`config.mk`:
```
export PLATFORM = sky130hd
export DESIGN_NAME = output_holdoff
export DESIGN_NICKNAME = d
export VERILOG_FILES = /design/src/rtl/output_holdoff.sv
export SDC_FILE = /design/constraint.sdc
export NUM_CORES = 1
export LEC_CHECK = 0
export CORE_MARGIN = 3
export CORE_UTILIZATION = 45
export DETAILED_ROUTE_END_ITERATION = 10
export GPL_TIMING_DRIVEN = 0
export PLACE_DENSITY = 0.73
export SYNTH_ARGS = -nofsm -noshare
export SYNTH_HDL_FRONTEND = slang
export SYNTH_SLANG_ARGS = --single-unit
```
`constraint.sdc`:
```
create_clock -name clk -period 2.7 [get_ports clk]
set_input_delay 0.54 -clock clk [delete_from_list [all_inputs] [get_ports clk]]
set_output_delay 0.54 -clock clk [all_outputs]
set_load 0.01 [all_outputs]
```
`src/rtl/output_holdoff.sv`:
```
`default_nettype none
// ============================================================================
// Module      : output_holdoff
// Description : Conditions an output request before the pin driver: minimum
//               high/low dwell, pulse stretching, one pending edge per dwell
//               and an optional on-time watchdog that latches a fault.
// Revision    : 1.0 - initial release
// ============================================================================
module output_holdoff #(
    parameter int MIN_HIGH = 16,
    parameter int MIN_LOW  = 16,
    parameter int MAX_HIGH = 0
) (
    input  logic clk,
    input  logic rst,
    input  logic din,
    input  logic fault_clr,
    output logic dout,
    output logic busy,
    output logic fault
);

    localparam int c_HC_W   = $clog2(MIN_HIGH + 1);
    localparam int c_LC_W   = $clog2(MIN_LOW + 1);
    localparam bit c_WD_ON  = (MAX_HIGH != 0);
    localparam int c_WD_W   = c_WD_ON ? $clog2(MAX_HIGH + 1) : 1;

    localparam logic [c_HC_W-1:0] c_HC_LOAD = c_HC_W'(MIN_HIGH - 1);
    localparam logic [c_LC_W-1:0] c_LC_LOAD = c_LC_W'(MIN_LOW - 1);
    localparam logic [c_WD_W-1:0] c_WD_MAX  = c_WD_W'(MAX_HIGH);
    localparam logic [c_WD_W-1:0] c_WD_ONE  = c_WD_W'(1);

    localparam logic [2:0] c_S_LOW       = 3'd0;
    localparam logic [2:0] c_S_HOLD_HIGH = 3'd1;
    localparam logic [2:0] c_S_HIGH      = 3'd2;
    localparam logic [2:0] c_S_HOLD_LOW  = 3'd3;
    localparam logic [2:0] c_S_FAULT     = 3'd4;

    generate
        if (MIN_HIGH < 1) begin : g_chk_min_high
            $error("output_holdoff: MIN_HIGH must be >= 1");
        end
        if (MIN_LOW < 1) begin : g_chk_min_low
            $error("output_holdoff: MIN_LOW must be >= 1");
        end
        if (MAX_HIGH != 0 && MAX_HIGH <= MIN_HIGH) begin : g_chk_max_high
            $error("output_holdoff: MAX_HIGH must be 0 or greater than MIN_HIGH");
        end
    endgenerate

    logic [2:0]        r_state;
    logic [2:0]        w_state_nxt;
    logic              r_din_q;
    logic              r_pend;
    logic [c_HC_W-1:0] r_hcnt;
    logic [c_LC_W-1:0] r_lcnt;
    logic [c_WD_W-1:0] r_wdog;
    logic              r_dout;
    logic              r_busy;
    logic              r_fault;

    logic w_wd_trip;
    logic w_pend_set;
    logic w_leave;
    logic w_hi_nxt;
    logic w_was_low;

    assign w_wd_trip  = c_WD_ON && (r_wdog == c_WD_MAX);
    assign w_pend_set = ((r_state == c_S_HOLD_HIGH) &&  r_din_q && !din) ||
                        ((r_state == c_S_HOLD_LOW)  && !r_din_q &&  din);
    assign w_leave    = (w_state_nxt != r_state);
    assign w_hi_nxt   = (w_state_nxt == c_S_HOLD_HIGH) || (w_state_nxt == c_S_HIGH);
    assign w_was_low  = (r_state == c_S_LOW) || (r_state == c_S_HOLD_LOW);

    // Watchdog is checked first so it wins over hold expiry and din.
    always_comb begin
        w_state_nxt = r_state;
        case (r_state)
            c_S_LOW: begin
                if (din) w_state_nxt = c_S_HOLD_HIGH;
            end
            c_S_HOLD_HIGH: begin
                if (w_wd_trip)
                    w_state_nxt = c_S_FAULT;
                else if (r_hcnt == '0)
                    w_state_nxt = (!din || r_pend) ? c_S_HOLD_LOW : c_S_HIGH;
            end
            c_S_HIGH: begin
                if (w_wd_trip)
                    w_state_nxt = c_S_FAULT;
                else if (!din)
                    w_state_nxt = c_S_HOLD_LOW;
            end
            c_S_HOLD_LOW: begin
                if (r_lcnt == '0)
                    w_state_nxt = (din || r_pend) ? c_S_HOLD_HIGH : c_S_LOW;
            end
            c_S_FAULT: begin
                if (fault_clr && !din) w_state_nxt = c_S_HOLD_LOW;
            end
            default: w_state_nxt = c_S_LOW;
        endcase
    end

    always_ff @(posedge clk or posedge rst) begin
        if (rst) begin
            r_state <= c_S_LOW;
            r_din_q <= 1'b0;
            r_pend  <= 1'b0;
            r_hcnt  <= '0;
            r_lcnt  <= '0;
            r_wdog  <= '0;
            r_dout  <= 1'b0;
            r_busy  <= 1'b0;
            r_fault <= 1'b0;
        end else begin
            r_state <= w_state_nxt;
            r_din_q <= din;
            r_pend  <= w_leave ? 1'b0 : (r_pend | w_pend_set);

            if (w_leave && (w_state_nxt == c_S_HOLD_HIGH))
                r_hcnt <= c_HC_LOAD;
            else if ((r_state == c_S_HOLD_HIGH) && (r_hcnt != '0))
                r_hcnt <= r_hcnt - 1'b1;

            if (w_leave && (w_state_nxt == c_S_HOLD_LOW))
                r_lcnt <= c_LC_LOAD;
            else if ((r_state == c_S_HOLD_LOW) && (r_lcnt != '0))
                r_lcnt <= r_lcnt - 1'b1;

            // On-time counter: first high cycle counts as 1, saturates at limit.
            if (!w_hi_nxt)
                r_wdog <= '0;
            else if (w_was_low)
                r_wdog <= c_WD_ONE;
            else if (c_WD_ON && (r_wdog != c_WD_MAX))
                r_wdog <= r_wdog + 1'b1;

            r_dout  <= w_hi_nxt;
            r_busy  <= (w_state_nxt == c_S_HOLD_HIGH) || (w_state_nxt == c_S_HOLD_LOW);
            r_fault <= (w_state_nxt == c_S_FAULT);
        end
    end

    assign dout  = r_dout;
    assign busy  = r_busy;
    assign fault = r_fault;

endmodule
`default_nettype wire

```
**Placed standard cells**

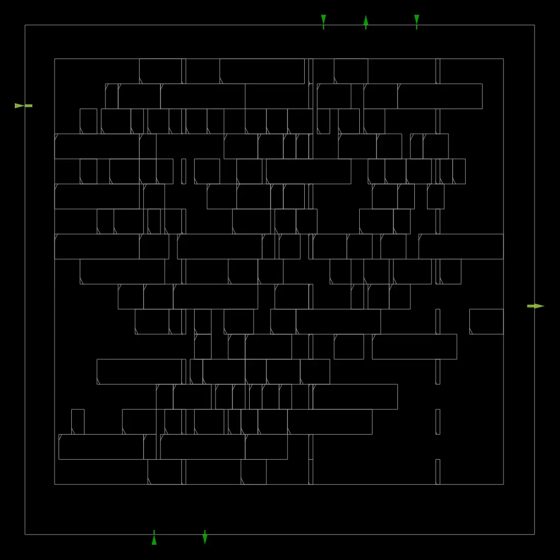
sequential cell count: 18
Tapcells: 28
fin util: 54.4%
Rows: 17
post-route insts no fill: 153

**Drive-strength map**

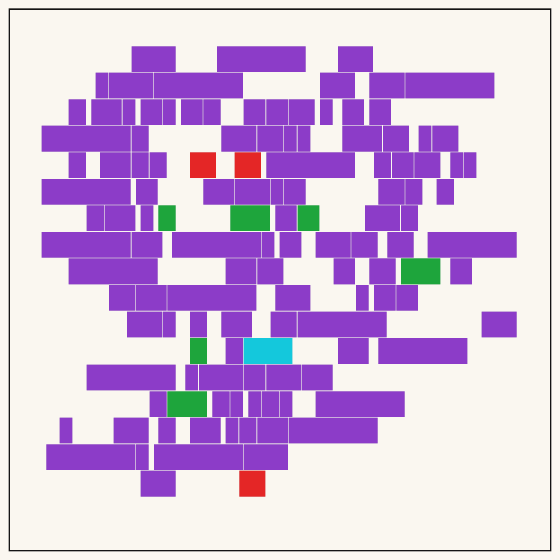
Key: red = x3 and x4 [cells 3]; cyan = x6 and larger [cells 1]; green = x2 [cells 6]; purple = x1 and smaller [cells 115]
worst setup margin: 0.406 ns
Final Instance Area: 1230 um2
Area Overhead vs Synth: 12.0%
nonclk buf count: 13

**Cells coloured by class**

Fill, decap, tap and diode cells in grey.
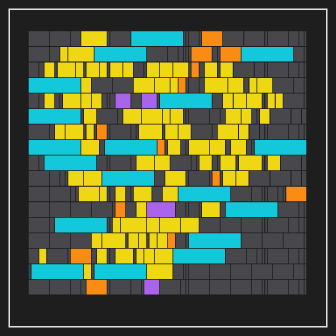
Key: yellow = remaining logic cells [cells 90, share of their area 52%]; cyan = registers [cells 18, share of their area 38%]; orange = remaining buffers and delay cells [cells 13, share of their area 7.5%]; purple = clock drivers and dummy loads [cells 4, share of their area 3.0%]
fraction of area in registers: 36.7%
core area: 2250 um2

**Metal layers overlaid**

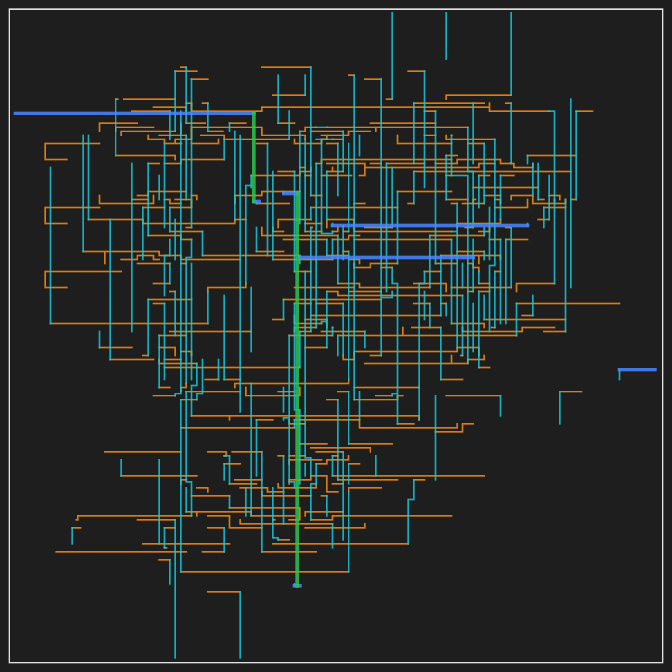
Key: orange = M1 [wire length 1040 um]; blue = M3 [wire length 56.1 um]; cyan = M2 [wire length 1020 um]; green = M4 [wire length 40.8 um]
WL final: 2150 um
via count: 865
WL/cell: 14.1 um
GRT Overall Usage: 15.3%

**Nets reached from selected ports**

Bar = 20 um.
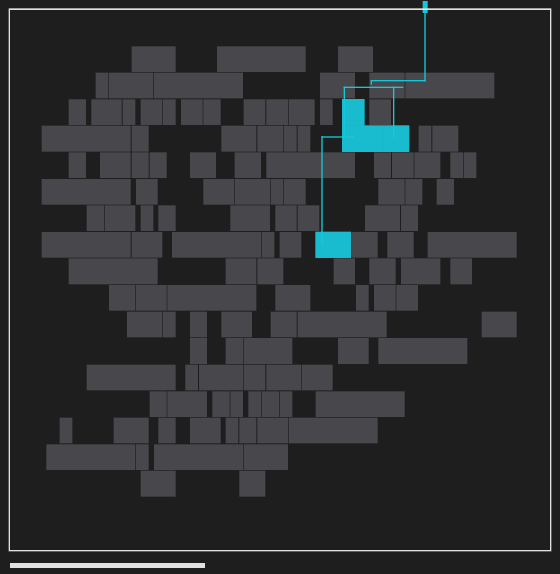
Key: cyan = fault_clr [direction input, edge north, end cells 4, buffers 1, wire 43.1 um]
top-level port count: 7
PortBufs: 6

## final cells by class
| type | count | area (um2) | area share, % |
|---|---|---|---|
| clock buffer | 4 | 36.3 | 2.96 |
| timing repair buffer | 6 | 60.1 | 4.89 |
| multi-input combinational | 81 | 583 | 47.5 |
| tap | 28 | 35.0 | 2.85 |
| inverter | 9 | 33.8 | 2.75 |
| buffer | 7 | 28.8 | 2.34 |
| sequential | 18 | 450 | 36.7 |
## sequential cells by signal, indices dropped and copies added (netlist names)
name,flops
busy,1
dout,1
fault,1
r_din_q,1
r_hcnt,5
r_lcnt,5
r_pend,1
r_state,3
## routing by layer
metal  global-route usage (%)  vias up
met4                     6.25        0
li1                         -      431
met5                        0        -
met2                     23.6        9
met3                     2.80        4
met1                     20.9      421
==> impl_metrics.ini <==
; physical design summary
[placed_design]
gp_congestion = 0.823
hpwl_um = 1560

[yosys]
edf_count = 0
ys_ff = 18
logic_family = simple AND/OR/NAND/NOR gates
synth_cell_types = 40
yosys_warnings = 0

[timing]
slew_headroom_pct = 53.3
tightest_slew_ns = 0.699

[clock_network]
clock.latency.late_pin_ns = 0.31
post_cts_buffers = 0
cts_num_sinks = 18
cts_buffer_depth = 2
cts_resized = 0
cts_buffers = 3

[power]
clock_power_mw = 0.176
clkPwrFrac_pct = 14.8
top_power_group = combinational logic
pwr-share-seq_pct = 37.0
max-vdd-ir-drop_v = 0.000482
p_leak_nw = 0.498

[route]
dr.max_layer_used = met4
dr_wl_met2_um = 1020
wl_met3_um = 56

[run_status]
status = finished, final reports clean

[floorplan]
die_x_um = 55.4
die_h_um = 55.4

[hold_path]
min_path_cells = 2

[job]
cap_violations = 0
tool_warnings = 28

[critical_path]
crit_family = AND-OR/OR-AND gates
critical_path.max_fanout = 10
end_kind = register

[layout]
fillers = 210
Power is estimated from default activity; no workload was simulated.
